**Run 1: clock routing**

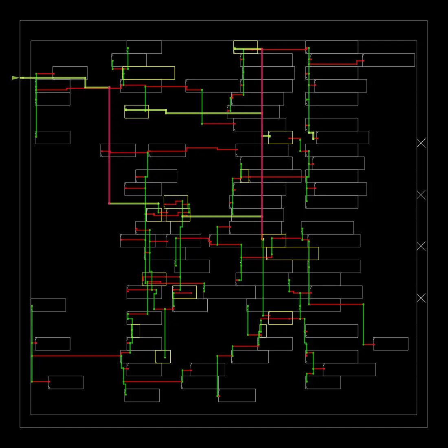
**Run 1: wiring heat map**

Scale: 4 px per um. 17 x 17 tiles, from black (low) to pale yellow (high), scaled to the fullest tile. Values are wire area over tile area, all layers added.
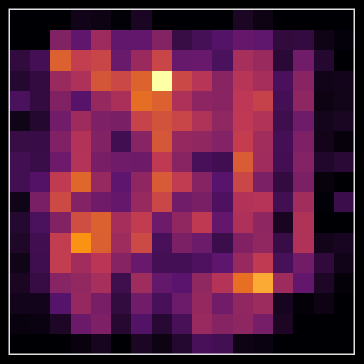
**Run 1: drive-strength map**

Scale: 6 px per um.
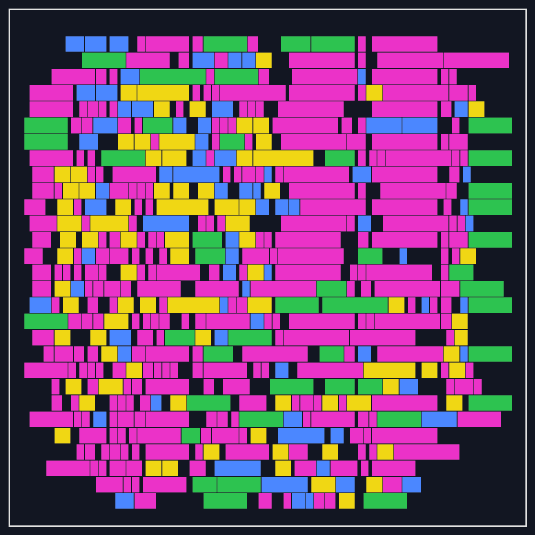
`config.mk`:
```
export PLATFORM = sky130hd
export DESIGN_NAME = ps2_kbd_event_ctrl
export DESIGN_NICKNAME = d
export VERILOG_FILES = /design/src/rtl/ps2_kbd_event_ctrl.sv
export SDC_FILE = /design/constraint.sdc
export NUM_CORES = 1
export LEC_CHECK = 0
export ABC_AREA = 1
export CORE_MARGIN = 2
export CORE_UTILIZATION = 51
export DETAILED_ROUTE_END_ITERATION = 12
export PLACE_DENSITY = 0.77
export RECOVER_POWER = 25
export SLEW_MARGIN = 10
export SYNTH_ARGS = -nofsm -noshare
export SYNTH_HDL_FRONTEND = slang
export SYNTH_SLANG_ARGS = --single-unit
```
`constraint.sdc`:
```
create_clock -name clk -period 1.6 [get_ports clk]
set_clock_uncertainty 0.1 [all_clocks]
set_input_delay 0.32 -clock clk [delete_from_list [all_inputs] [get_ports clk]]
set_output_delay 0.32 -clock clk [all_outputs]
set_load 0.05 [all_outputs]
```
`src/rtl/ps2_kbd_event_ctrl.sv`:
```
// rtl/ps2_kbd_event_ctrl.sv - PS/2 scan byte decoder, held-key bitmap and key event FIFO
// Optional typematic repeat filtering for mapped keys: define KBD_REPEAT_FILTER_EN.
module ps2_kbd_event_ctrl #(
  parameter int FIFO_AW = 2,
  parameter int E1_SKIP = 7
) (
  input  logic       clk,
  input  logic       rst,
  input  logic [7:0] byte_in,
  input  logic       byte_vld,
  output logic [7:0] evt_code,
  output logic       evt_ext,
  output logic       evt_rel,
  output logic       evt_valid,
  input  logic       evt_ready,
  output logic [7:0] keys_held,
  output logic       overflow
);

  localparam int DEPTH = 1 << FIFO_AW;
  localparam int CW    = (E1_SKIP > 0) ? $clog2(E1_SKIP + 1) : 1;

  typedef enum logic [2:0] {
    S_IDLE,
    S_EXT,
    S_BRK,
    S_EXTBRK,
    S_SKIP
  } state_t;

  state_t        r_state;
  state_t        w_state_nxt;
  state_t        w_restart;
  logic [CW-1:0] r_cnt;
  logic [CW-1:0] w_cnt_nxt;
  logic          w_emit;
  logic          w_emit_ext;
  logic          w_emit_rel;
  logic          w_is_prefix;
  logic          w_is_noise;
  logic          w_is_fake;

  logic          r_pend_vld;
  logic [7:0]    r_pend_code;
  logic          r_pend_ext;
  logic          r_pend_rel;

  logic [9:0]       r_mem [DEPTH];
  logic [FIFO_AW:0] r_wr;
  logic [FIFO_AW:0] r_rd;
  logic [7:0]       r_keys;
  logic             r_ovf;
  logic [9:0]       w_head;
  logic             w_empty;
  logic             w_full;
  logic             w_pop;
  logic             w_push_req;
  logic             w_push;
  logic [3:0]       w_key;
  logic             w_key_hit;
  logic [2:0]       w_key_idx;
  logic             w_repeat;

  // Returns {hit, bitmap index} for the eight game keys.
  function automatic logic [3:0] key_map(input logic [7:0] code, input logic ext);
    logic [3:0] m;
    m = 4'h0;
    case ({ext, code})
      9'h01D: m = 4'h8;
      9'h01C: m = 4'h9;
      9'h01B: m = 4'hA;
      9'h023: m = 4'hB;
      9'h175: m = 4'hC;
      9'h16B: m = 4'hD;
      9'h172: m = 4'hE;
      9'h174: m = 4'hF;
      default: m = 4'h0;
    endcase
    return m;
  endfunction

  always_comb begin
    w_is_prefix = (byte_in == 8'hE0) || (byte_in == 8'hE1) || (byte_in == 8'hF0);
    w_is_fake   = (byte_in == 8'h12) || (byte_in == 8'h59);
    w_is_noise  = (byte_in == 8'h00) || (byte_in == 8'hAA) || (byte_in == 8'hEE) ||
                  (byte_in == 8'hFA) || (byte_in == 8'hFE) || (byte_in == 8'hFF);
    case (byte_in)
      8'hE0:   w_restart = S_EXT;
      8'hF0:   w_restart = S_BRK;
      8'hE1:   w_restart = S_SKIP;
      default: w_restart = S_IDLE;
    endcase
  end

  // A misplaced prefix is treated as the start of a fresh sequence.
  always_comb begin
    w_state_nxt = r_state;
    w_cnt_nxt   = r_cnt;
    w_emit      = 1'b0;
    w_emit_ext  = 1'b0;
    w_emit_rel  = 1'b0;
    if (byte_vld) begin
      case (r_state)
        S_IDLE: begin
          w_state_nxt = w_restart;
          w_emit      = !w_is_prefix && !w_is_noise;
        end
        S_EXT: begin
          if (byte_in == 8'hF0) begin
            w_state_nxt = S_EXTBRK;
          end else if (w_is_fake) begin
            w_state_nxt = S_IDLE;
          end else if (w_is_prefix) begin
            w_state_nxt = w_restart;
          end else begin
            w_state_nxt = S_IDLE;
            w_emit      = 1'b1;
            w_emit_ext  = 1'b1;
          end
        end
        S_BRK: begin
          w_state_nxt = w_is_prefix ? w_restart : S_IDLE;
          w_emit      = !w_is_prefix;
          w_emit_rel  = 1'b1;
        end
        S_EXTBRK: begin
          if (w_is_fake) begin
            w_state_nxt = S_IDLE;
          end else if (w_is_prefix) begin
            w_state_nxt = w_restart;
          end else begin
            w_state_nxt = S_IDLE;
            w_emit      = 1'b1;
            w_emit_ext  = 1'b1;
            w_emit_rel  = 1'b1;
          end
        end
        S_SKIP: begin
          w_cnt_nxt = (r_cnt == '0) ? '0 : r_cnt - CW'(1);
          if (r_cnt <= CW'(1)) begin
            w_state_nxt = S_IDLE;
          end
        end
        default: w_state_nxt = S_IDLE;
      endcase
      if (r_state != S_SKIP && byte_in == 8'hE1) begin
        w_cnt_nxt = CW'(E1_SKIP);
      end
    end
  end

  always_comb begin
    w_key     = key_map(r_pend_code, r_pend_ext);
    w_key_hit = w_key[3];
    w_key_idx = w_key[2:0];
    w_repeat  = w_key_hit && !r_pend_rel && r_keys[w_key_idx];
`ifdef KBD_REPEAT_FILTER_EN
    w_push_req = r_pend_vld && !w_repeat;
`else
    w_push_req = r_pend_vld;
`endif
    w_empty   = (r_wr == r_rd);
    w_full    = (r_wr[FIFO_AW] != r_rd[FIFO_AW]) &&
                (r_wr[FIFO_AW-1:0] == r_rd[FIFO_AW-1:0]);
    w_pop     = !w_empty && evt_ready;
    w_push    = w_push_req && (!w_full || w_pop);
    w_head    = r_mem[r_rd[FIFO_AW-1:0]];
  end

  always_ff @(posedge clk) begin
    if (!rst) begin
      r_state     <= S_IDLE;
      r_cnt       <= '0;
      r_pend_vld  <= 1'b0;
      r_pend_code <= 8'h00;
      r_pend_ext  <= 1'b0;
      r_pend_rel  <= 1'b0;
      r_wr        <= '0;
      r_rd        <= '0;
      r_keys      <= 8'h00;
      r_ovf       <= 1'b0;
    end else begin
      r_state     <= w_state_nxt;
      r_cnt       <= w_cnt_nxt;
      r_pend_vld  <= w_emit;
      r_pend_code <= byte_in;
      r_pend_ext  <= w_emit_ext;
      r_pend_rel  <= w_emit_rel;
      if (w_push) begin
        r_wr <= r_wr + {{FIFO_AW{1'b0}}, 1'b1};
      end
      if (w_pop) begin
        r_rd <= r_rd + {{FIFO_AW{1'b0}}, 1'b1};
      end
      // Bitmap tracks the keyboard, not the queue, so dropped events still count.
      if (r_pend_vld && w_key_hit) begin
        r_keys[w_key_idx] <= !r_pend_rel;
      end
      if (w_push_req && !w_push) begin
        r_ovf <= 1'b1;
      end
    end
  end

  always_ff @(posedge clk) begin
    if (w_push) begin
      r_mem[r_wr[FIFO_AW-1:0]] <= {r_pend_code, r_pend_ext, r_pend_rel};
    end
  end

  assign evt_valid = !w_empty;
  assign evt_code  = w_empty ? 8'h00 : w_head[9:2];
  assign evt_ext   = !w_empty && w_head[1];
  assign evt_rel   = !w_empty && w_head[0];
  assign keys_held = r_keys;
  assign overflow  = r_ovf;

endmodule

```
==> ds_physical_params.txt, run 1 <==
Physical implementation characteristics

Parameter                              Value

Clock network
  Depth of the CTS H-tree    3
  Clock-pin slew of the registers on the worst-case setup and hold paths    0.08 ns
  Number of buffers inserted during clock tree synthesis    9

Die
  Core Box Area    6420 um^2
  Die area    7380 um^2
  Number of well taps    77

Worst hold path
  Worst min-delay path category    input port to register

Power
  Part of the power in combinational logic    0.312
  Share of total power in the clock network    0.293
  NetSw    1.65 mW
  Maximum vdd drop    0.503 mV

Status
  Outcome    finished with violations
  Violations in the final reports    design-rule violations, negative setup slack

Synth
  Fraction of registers with async set or reset after synthesis    0
  Yosys cell types    31
  Predominant post-synthesis flop cell    sky130_fd_sc_hd__edfxtp_1
  Synth Instances    395
  Post-synthesis instance area    3420 um^2
  Net Count, Synth    414
  Number of cells in Yosys stat    395

STA
  Final worst-path setup slack    -0.514 ns
  Final Setup Violations    63
  Final critical-path share of the clock period    1.32

Drt
  DRC errors left    4

Finish
  Top cell excl fill/tap    sky130_fd_sc_hd__buf_4

GRT
  Via count of the first global-routing pass    2,957
About 'clock routing':
Skew-Pair Late Insertion Delay: 0.34 ns
clock network power: 1.57 mW
registers: 74
total of clock buffers placed in the layout: 9
TritonCTS Sinks: 74

About 'wiring heat map':
fullest tile = 0.74
tiles over half the peak = 14%
mean over tiles = 0.20
nearly empty tiles = 12%
final routed wirelength across all metal layers: 9270 um
routed len/inst: 15.9 um
global routing usage summed across all routing layers: 0.239
via count: 3,195

About 'drive-strength map':
drive 3 to 4 -> yellow  # cells 83, share 16%, most used buf_4
drive 6 and up -> green  # cells 44, share 8.7%, most used buf_12
drive 2 -> blue  # cells 74, share 15%, most used nor2_2
drive 1 or less -> magenta  # cells 307, share 60%
final worst-path setup slack: -0.514 ns
buffer count excluding the clock tree in the final layout: 106

run 1: through the flow:
step,worst slack [ns],cell area [um^2],util,hold WS [ns],instances
global route,-0.564,5140,0.800,0.361,585
finish,-0.514,5140,0.800,0.325,585
CTS,-0.469,4820,0.751,0.313,574
detailed placement,-0.458,4520,0.704,0.395,554
global placement,-0.315,4520,0.704,0.382,554
floorplan,-0.121,3450,-,0.313,395
run 1: tightest hold or removal path: stages:
cell                            delay [ns]
sky130_fd_sc_hd__dlygate4sd2_1        0.21
sky130_fd_sc_hd__buf_4                0.12
sky130_fd_sc_hd__nand2_1              0.05
sky130_fd_sc_hd__inv_1                0.04
run 1: logic make-up after synthesis:
logic type                 count (synthesis)  share of synthesized area
DFF                                       74                      0.550
and+or+nand+nor                          174                      0.220
adders and majority gates                  7                     0.0256
AOI/OAI and AO/OA                         66                      0.120
xor gates and xnor gates                   2                    0.00512
buffers and inverters                     72                     0.0790
run 1: per-layer routing:
layer | global-route usage | share of wire | wire length, um | vias up
met3 | 0.0385 | 0.048 | 444 | 25
met4 | 0.0967 | 0.021 | 197 | 0
li1 | - | - | - | 1530
met1 | 0.281 | 0.39 | 3580 | 1518
met5 | 0 | 0 | 0 | -
met2 | 0.431 | 0.55 | 5060 | 122
run 1: final timing paths:
path | from | end | depth (start not counted)
worst min-delay path | byte_in[5] | r_pend_code[5]$_SDFF_PN0_ | 4
worst max register to register | r_rd[1]$_SDFFE_PN0P_ | r_rd[2]$_SDFFE_PN0P_ | 11
worst max-delay path | r_rd[1]$_SDFFE_PN0P_ | evt_code[0] | 7
worst min register to register | r_state[1]$_SDFFE_PN0P_ | r_state[1]$_SDFFE_PN0P_ | 2
==> inputs of run 2 (changes only) <==
RECOVER_POWER = default   (was 25)
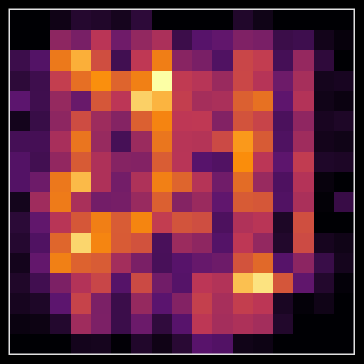
**Above:** run 2 (wiring heat map).
Scale: 4 px per um. 17 x 17 tiles, from black (low) to pale yellow (high), scaled to the fullest tile. Values are wire area over tile area, all layers added.
routed len/inst: 15.9 um
final routed wirelength across all metal layers: 9290 um
via count: 3,201

==> run 2 against run 1 <==
  * The flow finishes with violations (negative setup slack)
  * Sequential power about the same
  * Flip-flop count unchanged
  * Largest power group unchanged
  * First-iteration DRC count shrank 3.5%
  * Final cell count unchanged
==> ds_physical_params.txt, run 2 <==
Physical implementation characteristics

Parameter                              Value

Status
  Outcome    finished with violations
  Violations in the final reports    negative setup slack

Synth
  Synthesized-area fraction occupied by ao, oa, aoi and oai cells    0.120 (unchanged)
  Predominant post-synthesis flop cell    sky130_fd_sc_hd__edfxtp_1
  Post-synthesis instance area    3420 um^2 (unchanged)
  Fraction of registers with async set or reset after synthesis    0 (unchanged)
  Synthesized-area fraction occupied by and/or/nand/nor cells    0.220 (unchanged)
  Net Count, Synth    414 (unchanged)
  Yosys cell types    31 (unchanged)
  Multiplexer share    0 (unchanged)
  XOR/XNOR Fraction of Synth Area    0.00512 (unchanged)
  Top non-seq family    simple AND/OR/NAND/NOR gates

STA
  Final worst-path setup slack    -0.511 ns (+0.00319 ns)
  Final Setup Violations    63 (unchanged)
  Final critical-path share of the clock period    1.32 (-0.00199)

Clock network
  Skew-Pair Late Insertion Delay    0.34 ns (about the same)
  TritonCTS Sinks    74 (unchanged)
  Clock-pin slew of the registers on the worst-case setup and hold paths    0.08 ns (about the same)

Power
  Part of the power in combinational logic    0.313 (about the same)
  Share of total power in the clock network    0.293 (about the same)
  Maximum vdd drop    0.503 mV (about the same)

Die
  Die area    7380 um^2 (unchanged)
  Core Box Area    6420 um^2 (unchanged)

Finish
  Post-route cell area    5160 um^2 (+0.34%)
  Tally of non-filler cells in the final layout    585 (unchanged)

Setup path
  Launching point of the worst reg2reg path    r_rd[1]$_SDFFE_PN0P_
  Depth of the worst register-to-register path    11 (unchanged)

GRT
  Global Route met2 Usage    0.431 (unchanged)
  Global routing usage summed across all routing layers    0.239 (unchanged)
  Met3 usage    0.0385 (unchanged)

Drt
  Met3 WL    400 um (-9.9%)
  Met2 WL post-DR    5070 um (+0.22%)

Placed design
  Cell Count Post-Placement    554 (unchanged)
  Placed cell areas    4520 um^2 (unchanged)

Worst hold path
  Start point of the worst min-delay path    byte_in[5]
==> run 2: cell counts after synthesis <==
Identical to the previous run, type by type.
==> run 2: cell type report <==
| class | count | area (um^2) |
|---|---|---|
| Sequential cell | 74 | 1910 |
| Multi-Input combinational cell | 249 | 1530 |
| Fill cell | 356 | 1260 |
| Timing Repair Buffer | 106 | 1160 |
| Inverter | 63 | 246 |
| Clock buffer | 9 | 124 |
| Tap cell | 77 | 96.3 |
| Clock inverter | 7 | 91.3 |
==> run 2: worst max path at each step <==
stage          slack [ns]                     to                 start
6_report            -0.51            evt_code[0]  r_rd[1]$_SDFFE_PN0P_
5_1_grt             -0.56            evt_code[0]  r_rd[1]$_SDFFE_PN0P_
4_1_cts             -0.47            evt_code[0]  r_rd[1]$_SDFFE_PN0P_
3_5_place_dp        -0.46  r_cnt[1]$_SDFFE_PN0P_            byte_in[6]
3_3_place_gp        -0.31  r_cnt[1]$_SDFFE_PN0P_            byte_in[6]
2_1_floorplan       -0.12            evt_code[0]  r_rd[1]$_SDFFE_PN0P_
==> run 2: critical path, stage by stage (launching register included) <==
cell and delay, ns:
sky130_fd_sc_hd__dfxtp_2 0.33, sky130_fd_sc_hd__or2_1 0.24, sky130_fd_sc_hd__a21oi_2 0.19, sky130_fd_sc_hd__nand2_2 0.12, sky130_fd_sc_hd__buf_12 0.16, sky130_fd_sc_hd__nand2_2 0.08, sky130_fd_sc_hd__clkinvlp_4 0.09, sky130_fd_sc_hd__buf_12 0.15
==> run 2: timing repair <==
item / 4_1_cts / 5_1_grt
hold buffers: 0 / 0
gates resized: 32 / 85
cloned: 0 / 0
setup endpoints to repair: 23 / 71
pin swaps: 7 / 28
setup buffers: 4 / 11
==> inputs of run 3 (changes only) <==
SLEW_MARGIN = default   (was 10)
clock period = 1.7 ns   (was 1.6 ns; I/O delays follow)
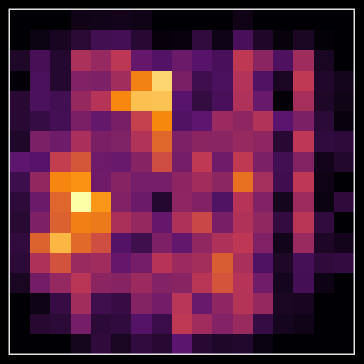
**Above:** run 3 (wiring heat map).
Scale: 4 px per um. 17 x 17 tiles, from black (low) to pale yellow (high), scaled to the fullest tile. Values are wire area over tile area, all layers added.
densest ninth of the die = west
mean over tiles = 0.18
tiles over half the peak = 12%
emptiest ninth of the die = south-east

==> run 3 against run 2 <==
  * The run ends with design-rule violations, negative setup slack left
  * Via count fell by 7.1%
  * Register-to-register slack improved by 0.23 ns
  * Non-clock buffer count fell by 22
  * Combinational power fell by about 10%
  * Critical endpoint unchanged
  * Hold slack got worse by 0.057 ns
  * Sequential share of layout area rose by 2.9 points
  * Sequential power fell by 6%
  * Largest power group unchanged
  * Worst setup slack improved by 0.067 ns
  * Largest cell class unchanged
  * First-iteration DRC count fell by 26%
  * Routed wire length fell by 14%
  * Final cell count fell by 3.8%
==> ds_physical_params.txt, run 3 <==
Physical implementation characteristics

Parameter                              Value

Clock network
  Number of buffers inserted by hold repair at cts    0 (unchanged)
  Skew-Pair Late Insertion Delay    0.34 ns (about the same)
  Number of setup buffers added after CTS    3 (-1)
  TritonCTS Sinks    74 (unchanged)
  Quantity of gates resized following cts    21 (-34%)
  Clock-pin slew of the registers on the worst-case setup and hold paths    0.08 ns (about the same)

Status
  Violations in the final reports    design-rule violations, negative setup slack
  Outcome    finished with violations

Setup path
  Data arrival time at the worst-slack endpoint    1.70 ns
  Worst path cell trace    or2_1 -> a21oi_2 -> nand2_2 -> buf_6 -> nand2_4 -> clkinvlp_4 -> buf_12
  CP max stage cell    sky130_fd_sc_hd__dfxtp_2

Drt
  Met1 wire length    3110 um
  Count of antenna-violating nets left after detailed routing    0
  Highest routing layer actually used    met4
  DRC errors left    4
  Via count    2,974 (-7.1%)
  Met3 WL    379 um (-5.3%)
  Routed len/inst    14.3 um (-10%)

GRT
  Global routing usage summed across all routing layers    0.219 (-0.0191)
  Most utilized layer in the global route result    met2
  Met3 usage    0.0298 (-0.00866)

Die
  Cell Rows    29
  Die area    7380 um^2 (unchanged)
  Core Box Area    6420 um^2 (unchanged)

Power
  Share of total power in the clock network    0.303 (+0.010)
  Part of the power in combinational logic    0.299 (-0.014)
  Maximum vdd drop    0.487 mV (-3.2%)
  Leak pwr    2.08 nW

STA
  Final worst-path setup slack    -0.444 ns (+0.0667 ns)
  Final Setup Violations    11 (-83%)
  Final critical-path share of the clock period    1.26

Synth
  Yosys cell types    31 (unchanged)
  Ranking of synthesized cells by area    sky130_fd_sc_hd__edfxtp_1 35%, sky130_fd_sc_hd__dfxtp_1 20%, sky130_fd_sc_hd__nor2_1 7.5%, sky130_fd_sc_hd__inv_1 6.8%, sky130_fd_sc_hd__nand2_1 6.5%
  Post-synthesis instance area    3420 um^2 (unchanged)

Finish
  Tally of non-filler cells in the final layout    563 (-3.8%)
  Ratio of cells with drive above 1 in the final layout    0.311

Placed design
  Cell Count Post-Placement    542 (-2.2%)
==> run 3: cell type report <==
class	count	area (um^2)
multi-input combinational	249	1430
fill	434	1670
inverter	63	244
sequential	74	1900
clock inverter	7	98.8
timing repair buffer	84	860
tap	77	96.3
clock buffer	9	124
==> run 3: per-stage QoR <==
stage | hold WS [ns] | cell area (um^2) | worst slack [ns] | setup TNS (ns) | utilization
2_1_floorplan | 0.333 | 3440 | -0.0408 | -0.269 | -
3_3_place_gp | 0.350 | 4290 | -0.230 | -5.98 | 0.668
3_5_place_dp | 0.358 | 4290 | -0.347 | -6.76 | 0.668
4_1_cts | 0.369 | 4600 | -0.404 | -4.18 | 0.716
5_1_grt | 0.308 | 4760 | -0.496 | -5.34 | 0.741
6_report | 0.265 | 4760 | -0.444 | -4.63 | 0.741
==> run 3: worst paths after layout <==
check | endpoint | slack (ns) | depth (start not counted) | start
hold reg to reg | keys_held[0]$_SDFFE_PN0P_ | 0.37 | 2 | keys_held[0]$_SDFFE_PN0P_
hold / removal | r_pend_code[5]$_SDFF_PN0_ | 0.27 | 4 | byte_in[5]
setup / recovery | evt_code[0] | -0.44 | 7 | r_rd[1]$_SDFFE_PN0P_
setup reg to reg | r_wr[2]$_SDFFE_PN0P_ | 0.01 | 8 | r_rd[1]$_SDFFE_PN0P_
==> run 3: critical path, delay by kind of cell, from the launching register on <==
kind,cells,cell delay [ns]
buffers and inverters,3,0.39
DFF,1,0.33
and+or+nand+nor,3,0.44
AOI/OAI and AO/OA,1,0.20
==> run 3: logic make-up after synthesis <==
group / share of synthesized area
adders and majority gates: 0.0256
AOI/OAI and AO/OA: 0.120
xor gates and xnor gates: 0.00512
DFF: 0.550
and+or+nand+nor: 0.220
buffers and inverters: 0.0790

==> screenshots <==
Signal wires on met3.
Scale: 6 px per um.
(a)
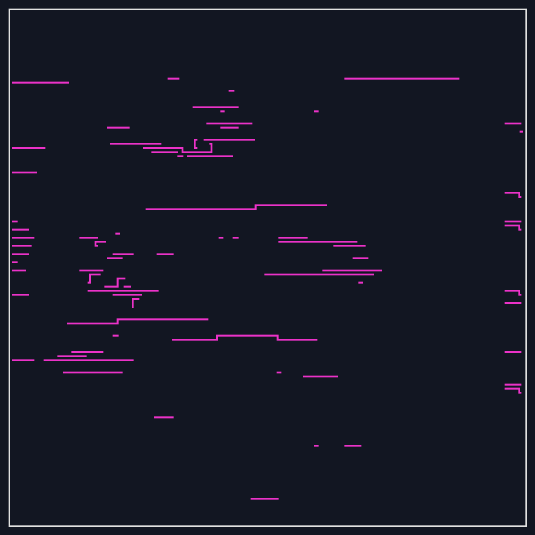
(b)
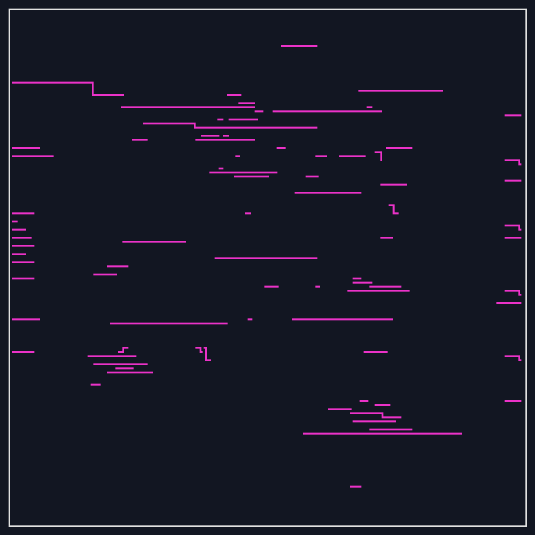
| from | picture |
|---|---|
| run 1 | (b) |
| run 3 | (a) |

Key to (a):
main direction = horizontal
share of all routed wire = 4.7%

Power is estimated from default activity; no workload was simulated.
